**Run 1: M1 wires**

Scale: 3 px per um. Supply wires on this layer in grey.
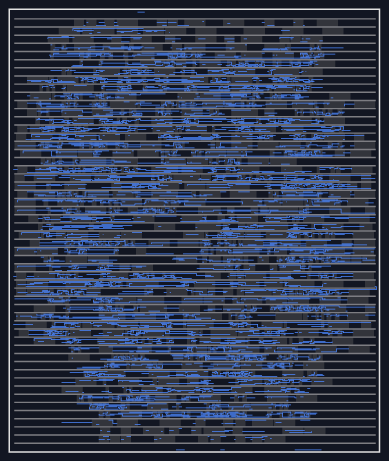
**Run 1: met2 routing**

Scale: 3 px per um.
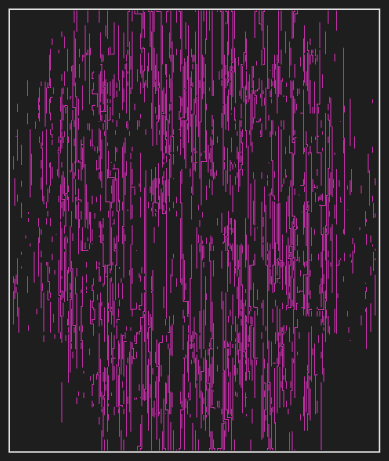
**Run 1: metal 3**

Scale: 4 px per um.
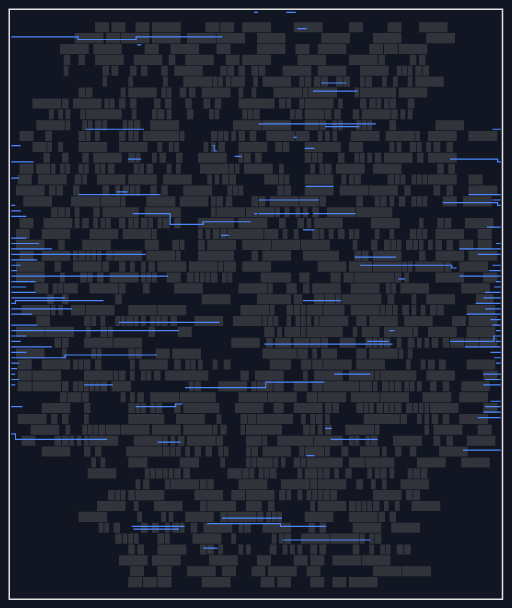
### src/rtl/mem_wb_pkg.sv
// rtl/mem_wb_pkg.sv - shared widths, control bit indices and state encoding for the MEM/WB register
package mem_wb_pkg;

  localparam int DATA_W = 32;
  localparam int RD_W   = 5;
  localparam int CTRL_W = 2;

  localparam int CTRL_REGWRITE = 0;
  localparam int CTRL_MEMTOREG = 1;

  // Encoding doubles as the entry count reported on the count port.
  typedef enum logic [1:0] {
    ST_EMPTY = 2'd0,
    ST_ONE   = 2'd1,
    ST_FULL  = 2'd2
  } wb_state_t;

endpackage

### src/rtl/wb_payload_slot.sv
// rtl/wb_payload_slot.sv - one writeback payload register {alu, mem, rd, ctrl} with load and clear
// Ports: clk/rst (sync, active-high); clear zeroes every field; load captures d_*;
//        clear_ctrl zeroes only ctrl so a bubble never carries RegWrite; q_* is the held payload.
module wb_payload_slot #(
  parameter int DATA_W = 32,
  parameter int RD_W   = 5,
  parameter int CTRL_W = 2
) (
  input  logic              clk,
  input  logic              rst,
  input  logic              clear,
  input  logic              load,
  input  logic              clear_ctrl,
  input  logic [DATA_W-1:0] d_alu,
  input  logic [DATA_W-1:0] d_mem,
  input  logic [RD_W-1:0]   d_rd,
  input  logic [CTRL_W-1:0] d_ctrl,
  output logic [DATA_W-1:0] q_alu,
  output logic [DATA_W-1:0] q_mem,
  output logic [RD_W-1:0]   q_rd,
  output logic [CTRL_W-1:0] q_ctrl
);

  always_ff @(posedge clk) begin
    if (rst || clear) begin
      q_alu  <= '0;
      q_mem  <= '0;
      q_rd   <= '0;
      q_ctrl <= '0;
    end else if (load) begin
      q_alu  <= d_alu;
      q_mem  <= d_mem;
      q_rd   <= d_rd;
      q_ctrl <= d_ctrl;
    end else if (clear_ctrl) begin
      q_ctrl <= '0;
    end
  end

endmodule

### src/rtl/mem_wb_skid_reg.sv
// rtl/mem_wb_skid_reg.sv - MEM/WB pipeline register with valid/ready flow control and optional skid slot
// Ports: clk, rst (sync, active-high), flush drops all held entries;
//        in_valid/in_ready/in_* from MEM; out_valid/out_ready/out_* to WB; count = entries held.
module mem_wb_skid_reg
  import mem_wb_pkg::*;
#(
  parameter int DATA_W  = mem_wb_pkg::DATA_W,
  parameter int RD_W    = mem_wb_pkg::RD_W,
  parameter int CTRL_W  = mem_wb_pkg::CTRL_W,
  parameter int SKID_EN = 1
) (
  input  logic              clk,
  input  logic              rst,
  input  logic              flush,
  input  logic              in_valid,
  output logic              in_ready,
  input  logic [DATA_W-1:0] in_alu,
  input  logic [DATA_W-1:0] in_mem,
  input  logic [RD_W-1:0]   in_rd,
  input  logic [CTRL_W-1:0] in_ctrl,
  output logic              out_valid,
  input  logic              out_ready,
  output logic [DATA_W-1:0] out_alu,
  output logic [DATA_W-1:0] out_mem,
  output logic [RD_W-1:0]   out_rd,
  output logic [CTRL_W-1:0] out_ctrl,
  output logic [1:0]        count
);

  wb_state_t st, nxt;
  logic      in_ready_q;
  logic      accept, drain;
  logic      m_load, m_from_s, m_clr_ctrl, s_load;

  logic [DATA_W-1:0] m_alu, m_mem, s_alu, s_mem, md_alu, md_mem;
  logic [RD_W-1:0]   m_rd, s_rd, md_rd;
  logic [CTRL_W-1:0] m_ctrl, s_ctrl, md_ctrl;

  assign out_valid = (st != ST_EMPTY);
  assign accept    = in_valid & in_ready;
  assign drain     = out_valid & out_ready;
  assign count     = st;

  // With the skid slot in_ready comes from a flop; without it WB backpressure
  // reaches MEM combinationally.
  assign in_ready = (SKID_EN != 0) ? in_ready_q : (!out_valid | out_ready);

  always_comb begin
    nxt        = st;
    m_load     = 1'b0;
    m_from_s   = 1'b0;
    m_clr_ctrl = 1'b0;
    s_load     = 1'b0;
    if (flush) begin
      nxt = ST_EMPTY;
    end else begin
      case (st)
        ST_EMPTY: begin
          if (accept) begin
            m_load = 1'b1;
            nxt    = ST_ONE;
          end
        end
        ST_ONE: begin
          if (accept && drain) begin
            m_load = 1'b1;
          end else if (accept && (SKID_EN != 0)) begin
            s_load = 1'b1;
            nxt    = ST_FULL;
          end else if (drain) begin
            m_clr_ctrl = 1'b1;
            nxt        = ST_EMPTY;
          end
        end
        ST_FULL: begin
          if (drain) begin
            m_load   = 1'b1;
            m_from_s = 1'b1;
            nxt      = ST_ONE;
          end
        end
        default: nxt = ST_EMPTY;
      endcase
    end
  end

  always_ff @(posedge clk) begin
    if (rst) begin
      st         <= ST_EMPTY;
      in_ready_q <= 1'b1;
    end else begin
      st         <= nxt;
      in_ready_q <= (nxt != ST_FULL);
    end
  end

  assign md_alu  = m_from_s ? s_alu  : in_alu;
  assign md_mem  = m_from_s ? s_mem  : in_mem;
  assign md_rd   = m_from_s ? s_rd   : in_rd;
  assign md_ctrl = m_from_s ? s_ctrl : in_ctrl;

  wb_payload_slot #(.DATA_W(DATA_W), .RD_W(RD_W), .CTRL_W(CTRL_W)) u_slot_m (
    .clk        (clk),
    .rst        (rst),
    .clear      (flush),
    .load       (m_load),
    .clear_ctrl (m_clr_ctrl),
    .d_alu      (md_alu),
    .d_mem      (md_mem),
    .d_rd       (md_rd),
    .d_ctrl     (md_ctrl),
    .q_alu      (m_alu),
    .q_mem      (m_mem),
    .q_rd       (m_rd),
    .q_ctrl     (m_ctrl)
  );

  // Never loaded when SKID_EN=0, so it reduces to constant zero.
  wb_payload_slot #(.DATA_W(DATA_W), .RD_W(RD_W), .CTRL_W(CTRL_W)) u_slot_s (
    .clk        (clk),
    .rst        (rst),
    .clear      (flush),
    .load       (s_load),
    .clear_ctrl (1'b0),
    .d_alu      (in_alu),
    .d_mem      (in_mem),
    .d_rd       (in_rd),
    .d_ctrl     (in_ctrl),
    .q_alu      (s_alu),
    .q_mem      (s_mem),
    .q_rd       (s_rd),
    .q_ctrl     (s_ctrl)
  );

  assign out_alu  = m_alu;
  assign out_mem  = m_mem;
  assign out_rd   = m_rd;
  assign out_ctrl = out_valid ? m_ctrl : '0;

endmodule
### config.mk
export PLATFORM = sky130hd
export DESIGN_NAME = mem_wb_skid_reg
export DESIGN_NICKNAME = d
export VERILOG_FILES = /design/src/rtl/mem_wb_pkg.sv /design/src/rtl/wb_payload_slot.sv /design/src/rtl/mem_wb_skid_reg.sv
export SDC_FILE = /design/constraint.sdc
export NUM_CORES = 1
export LEC_CHECK = 0
export ABC_AREA = 1
export CAP_MARGIN = 10
export CORE_ASPECT_RATIO = 1.2
export CORE_UTILIZATION = 35
export CTS_CLUSTER_DIAMETER = 60
export CTS_CLUSTER_SIZE = 24
export DETAILED_ROUTE_END_ITERATION = 8
export PLACE_DENSITY = 0.59
export RECOVER_POWER = 100
export SYNTH_ARGS = -nofsm -noshare
export SYNTH_HDL_FRONTEND = slang
export SYNTH_SLANG_ARGS = --single-unit
### constraint.sdc
create_clock -name clk -period 1.7 [get_ports clk]
set_input_delay 0.51 -clock clk [delete_from_list [all_inputs] [get_ports clk]]
set_output_delay 0.51 -clock clk [all_outputs]
set_load 0.1 [all_outputs]
==> results.toml, run 1 <==
# implementation run metrics
[critical_path]
required_ns = 1.19
crit_path_start_kind = "flip-flop"
end_kind = "primary output"
arrival_ns = 1.27
r2r_slack_ns = 0.03
path_max_fanout = 3
worstSetupPathType = "flip-flop to primary output"
critical_path_buf_inv_count = 2
cp_top_family = "flip-flops"
max_stage_delay_ns = 0.35
slowest_stage = "dfxtp_4"

[yosys]
synth-seq-cells = 145
xor_share = 0
fa_ha_area_frac = 0
fp_nets = 968
synth_cell_type_count = 20
synth_seq_share = 0.473
yosysWarnings = 0
compound_area_frac = 0.119
synth_chip_area_um2 = 6140
synthCells = 892
syn_avg_cell_area_um2 = 6.89
synth.area.mux_share = 0

[grt]
antenna_found_initial = 0
grtUsageMet3 = 0.0477
gr-max-usage-layer = "met2"
grt_pass1_wl_mm = 29.6
overflow = 0
grt_max_degree = 72
grt_pass1_vias = 5817
grt_usage = 0.210

[final_layout]
mostFrequentLayoutCell = "nand2_1"
nets = 1113
layoutNonFillerInstCount = 1265
n_antenna_cell = 0
syn_to_final_growth_pct = 59.6
drive_gt1_frac = 0.164
final_cell_mix = "nand2_1 (220), nor2_1 (144), dfxtp_1 (142), nand3_1 (140), buf_12 (91)"

[timing]
setup_viol = 3
finalMaxSlewViolations = 0
rsz0062_at_grt = "true"
fin_tns_setup_ns = -0.210
setup_slack_ns = -0.0755
tightest_slew_ns = 0.298
holdWs_ns = 0.482
min_period_ns = 1.78
hold_viol_final = 0
slew_headroom = 0.801
period_used_share = 1.04
fin_skew_ns = 0.0102

[die]
io_pins = 151
num_rows = 52
coreArea_um2 = 17000
die_width_um = 123
fp_util = 0.360
fp.dieH_um = 147
chipArea_um2 = 18100

[placement]
io_buffer_count = 150
place_area_um2 = 8860
place_congestion = 0.778
dpl_worst_slack_ns = -0.436
placed_cells = 1221

[clocking]
clock_path_buffers = 2
clock-sinks = 145
cts_tree = "built"
root_buffer = "clkbuf_16"
clock_latency_ns = 0.42
clkSlewWorstSetupHoldPaths_ns = 0.06
htreeDepth = 4

[pwr]
clockPowerShare = 0.436
vdd_drop_max_mv = 0.544
switching_share = 0.254
internal-power_mw = 6.29
p_leak_nw = 3.81
switchingPower_mw = 2.14
power_per_cell_area_nw_per_um2 = 860
seqPwrFrac = 0.415

[flow_run]
warnings = 29
drv_cap = 0

[worst_hold_path]
hold_class = "flip-flop to flip-flop"

[outcome]
violations = "negative setup slack"
status = "finished, violations left"

[drt]
drc = 0
viasPerCell = 5.02
-- 'M1 wires' (at the start) --
nets with wire on the layer: 979
share of all routed wire: 45%
GR Util met1: 0.265
vias: 6356
total wire length: 19.9 mm

-- 'met2 routing' (at the start) --
share of all routed wire: 49%
wire length on this layer: 9710 um
Global Route met2 Usage: 0.345

-- 'metal 3' (at the start) --
main direction: horizontal
share of all routed wire: 5.1%

## run 1: worst paths after layout
check                       to               from  depth (start not counted)
max                  out_valid           count[0]                          3
max reg2reg   u_slot_s.q_rd[1]           count[1]                          8
min reg2reg  u_slot_s.q_mem[3]  u_slot_s.q_mem[3]                          2
min          u_slot_s.q_mem[3]  u_slot_s.q_mem[3]                          2
## run 1: cell families (layout without fill, tap and decap cells)
family                 Yosys count  count (layout)
AND/OR/NAND/NOR                518             518
buffers and inverters           83             240
flip-flops                     145             145
AND-OR/OR-AND                  146             146
## run 1: tightest hold or removal path: stages (launching register included)
cell and delay (ns):
dfxtp_1 0.32, nor2_1 0.05, nor2_1 0.08
## run 1: area by class of cell
type                    count  area [um2]
clock buffers              27         543
well taps                 216         270
flip-flops and latches    145        2910
multi-input cells         664        2970
inverters                  12        56.3
clock inverters             4        45.0
repair buffers            197        3010
fillers                  1583        7240
## run 1: power groups by stage
stage	Combinational [mW]	Sequential (mW)	Clock (mW)
after floorplan	0.364	3.83	0
after global placement	1.16	3.58	0
after detailed placement	1.17	3.58	0
after CTS	1.18	3.50	3.73
after global routing	1.33	3.51	3.91
final	1.25	3.50	3.67
## run 1: through the flow
step / utilization / power, mW
2_1_floorplan: - / 4.19
5_1_grt: 0.575 / 8.75
3_5_place_dp: 0.520 / 4.75
6_report: 0.575 / 8.43
3_3_place_gp: 0.520 / 4.74
4_1_cts: 0.555 / 8.41
## run 1: routing by layer
layer  vias up  share of wire
li1       3208              -
met1      2978           0.45
met5         -              0
met4         0          0.016
met2       152           0.49
met3        18          0.051
## run 1: cells in the mapped netlist
cell type    n  share of area
a21oi_1     72          0.059
a31oi_1      1         0.0010
buf_1        3         0.0018
buf_2       30          0.024
buf_4        1         0.0012
clkbuf_1    37          0.023
dfxtp_1    145           0.47
inv_1        8         0.0049
inv_2        4         0.0024
nand2_1    220           0.13
nand2_2      3         0.0031
nand3_1    140           0.11
nand3_2      1         0.0016
nand4_1      2         0.0020
nor2_1     148          0.090
nor2_4       1         0.0018
nor3_1       2         0.0016
nor3_2       1         0.0016
o21ai_0     72          0.059
o21ai_1      1        0.00081
## run 1: registers in the layout, summed over array words and instances (netlist names)
signal / cells
u_slot_m.q_mem: 32
count: 2
u_slot_m.q_ctrl: 2
u_slot_s.q_rd: 5
u_slot_m.q_rd: 5
u_slot_s.q_mem: 32
u_slot_s.q_alu: 32
in_ready: 1
u_slot_s.q_ctrl: 2
u_slot_m.q_alu: 32
## run 1: what timing repair did
action	in CTS	in global routing
pin swaps	1	1
setup endpoints to repair	5	144
gates cloned	0	8
resized	1	37
buffers inserted	2	3
--- run 2 (diff from run 1) ---
ABC_AREA = 0   (was 1)
**Run 2: met2 routing**

Scale: 3 px per um.
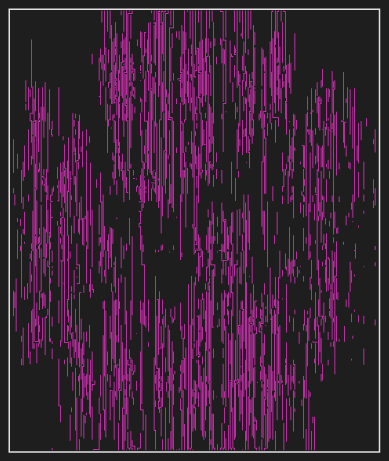
longest straight run: 72.8 um
main direction: vertical
vias: 5683
Global Route met2 Usage: 0.381
total wire length: 20.3 mm

==> run 2 against run 1 <==
The run still ends with negative setup slack left; combinational power grew 45%; die size about the same; sequential power is essentially flat; clock-buffer cell count decreased by 5; largest power group unchanged; hold slack got worse by 0.027 ns; largest cell class is now logic gates; synthesized cell count shrank 26%; highest routed layer unchanged; critical path type is now flip-flop to flip-flop; sequential share of layout area shrank 0.79 points; design area rose by 2.8%.
==> results.toml, run 2 <==
# implementation run metrics
[pwr]
power_mw = 9.18
power_per_cell_area_nw_per_um2 = 910
switchingPower_mw = 2.56
switching_share = 0.278
vdd_drop_max_mv = 0.618

[yosys]
synth_chip_area_um2 = 6140
synth_cell_type_count = 33
yosysWarnings = 0
edf_count = 0

[clocking]
clock_path_buffers = 2
clock-sinks = 145
clock_latency_ns = 0.42
root_buffer = "clkbuf_16"
htreeDepth = 4

[grt]
overflow = 0
grt_usage = 0.215

[drt]
wl_met3_mm = 1.02
drc = 0
highest_layer = "met4"
route.met2.wl_mm = 10.9
viasPerCell = 5.16
wl_met1_mm = 7.91

[placement]
place_congestion = 0.749
dpl_worst_slack_ns = -0.721
io_buffer_count = 150

[timing]
setup_slack_ns = -0.208
setup_viol = 71
hold_viol_final = 0
tightest_slew_ns = 0.548
fin_skew_ns = 0.00491
finalMaxSlewViolations = 0

[critical_path]
r2r-start = "count[1]"
required_ns = 2.03
r2r_slack_ns = -0.21
worstSetupPathType = "flip-flop to flip-flop"
arrival_ns = 2.23
path_max_fanout = 14

[outcome]
status = "finished, violations left"
violations = "negative setup slack"

[flow_run]
warnings = 29
drv_cap = 0

[worst_hold_path]
hold_class = "flip-flop to flip-flop"
hold_path.startpoint = "u_slot_s.q_alu[29]"

[die]
fp_util = 0.361
fp.dieH_um = 147
io_pins = 151
coreArea_um2 = 17000

[final_layout]
mostFrequentLayoutCell = "dfxtp_1"
layoutNonFillerInstCount = 1101
-- run 2: cell count changes in the layout (fill, tap and decap cells not counted), moves of 24 or more --
cell / before / now
a211oi_2: 0 / 57
a21oi_2: 1 / 25
buf_12: 91 / 35
buf_4: 16 / 47
buf_6: 4 / 33
clkbuf_4: 0 / 36
mux2i_1: 0 / 70
nand2_1: 220 / 134
nand3_1: 140 / 1
nor2_1: 144 / 50
o21ai_0: 63 / 0
-- run 2: worst paths after layout --
check	endpoint	depth (start not counted)
worst min register to register	u_slot_s.q_alu[29]	2
worst max register to register	u_slot_m.q_alu[9]	9
worst min-delay path	u_slot_s.q_alu[29]	2
worst max-delay path	u_slot_m.q_alu[9]	9
-- run 2: kinds of logic after synthesis --
group / count (synthesis) / synth area share
AOI/OAI and AO/OA: 146 / 0.181
buffers and inverters: 59 / 0.0687
and+or+nand+nor: 235 / 0.159
DFF: 145 / 0.473
muxes: 72 / 0.118
-- run 2: critical path, stage by stage, from the launching register on --
cell      delay (ns)
dfxtp_4         0.35
buf_12          0.13
buf_8           0.12
nand4b_1        0.22
a31oi_4         0.26
buf_12          0.14
buf_12          0.12
buf_12          0.16
nor2_1          0.09
a211oi_2        0.23
-- run 2: power groups by stage --
stage	Clock (mW)	Combinational (mW)	Sequential (mW)
2_1_floorplan	0	0.403	4.08
3_3_place_gp	0	1.51	3.63
3_5_place_dp	0	1.52	3.63
4_1_cts	3.90	1.80	3.56
5_1_grt	4.05	1.88	3.54
6_report	3.84	1.81	3.53
-- run 2: final cells by class --
cell class,instances,area [um2],share of cell area
sequential,145,2910,0.289
antenna,1,2.50,0.000248
clock buffer,22,475,0.0472
timing repair buffer,253,3070,0.304
multi-input combinational,453,3220,0.319
clock inverter,10,131,0.0130
tap,216,270,0.0268
inverter,1,7.51,0.000745
-- run 2: per-layer routing --
layer  global-route usage  vias up
met2                0.381      181
met4               0.0976        0
met3               0.0536       39
met5                    0        -
li1                     -     2686
met1                0.238     2777
-- run 2: what timing repair did --
action | in CTS | in global routing
setup buffers | 30 | 24
gates resized | 42 | 118
endpoints found under the setup margin | 145 | 127
hold endpoints to repair | 0 | 0
cloned | 17 | 5
hold buffers | 0 | 0
pin swaps | 32 | 47
-- run 2: metrics by stage --
stage,area [um2],hold slack [ns]
global route,10100,0.478
floorplan,6220,0.429
detailed placement,8750,0.446
global placement,8750,0.437
finish,10100,0.455
CTS,10300,0.453
Power is estimated from default activity; no workload was simulated.
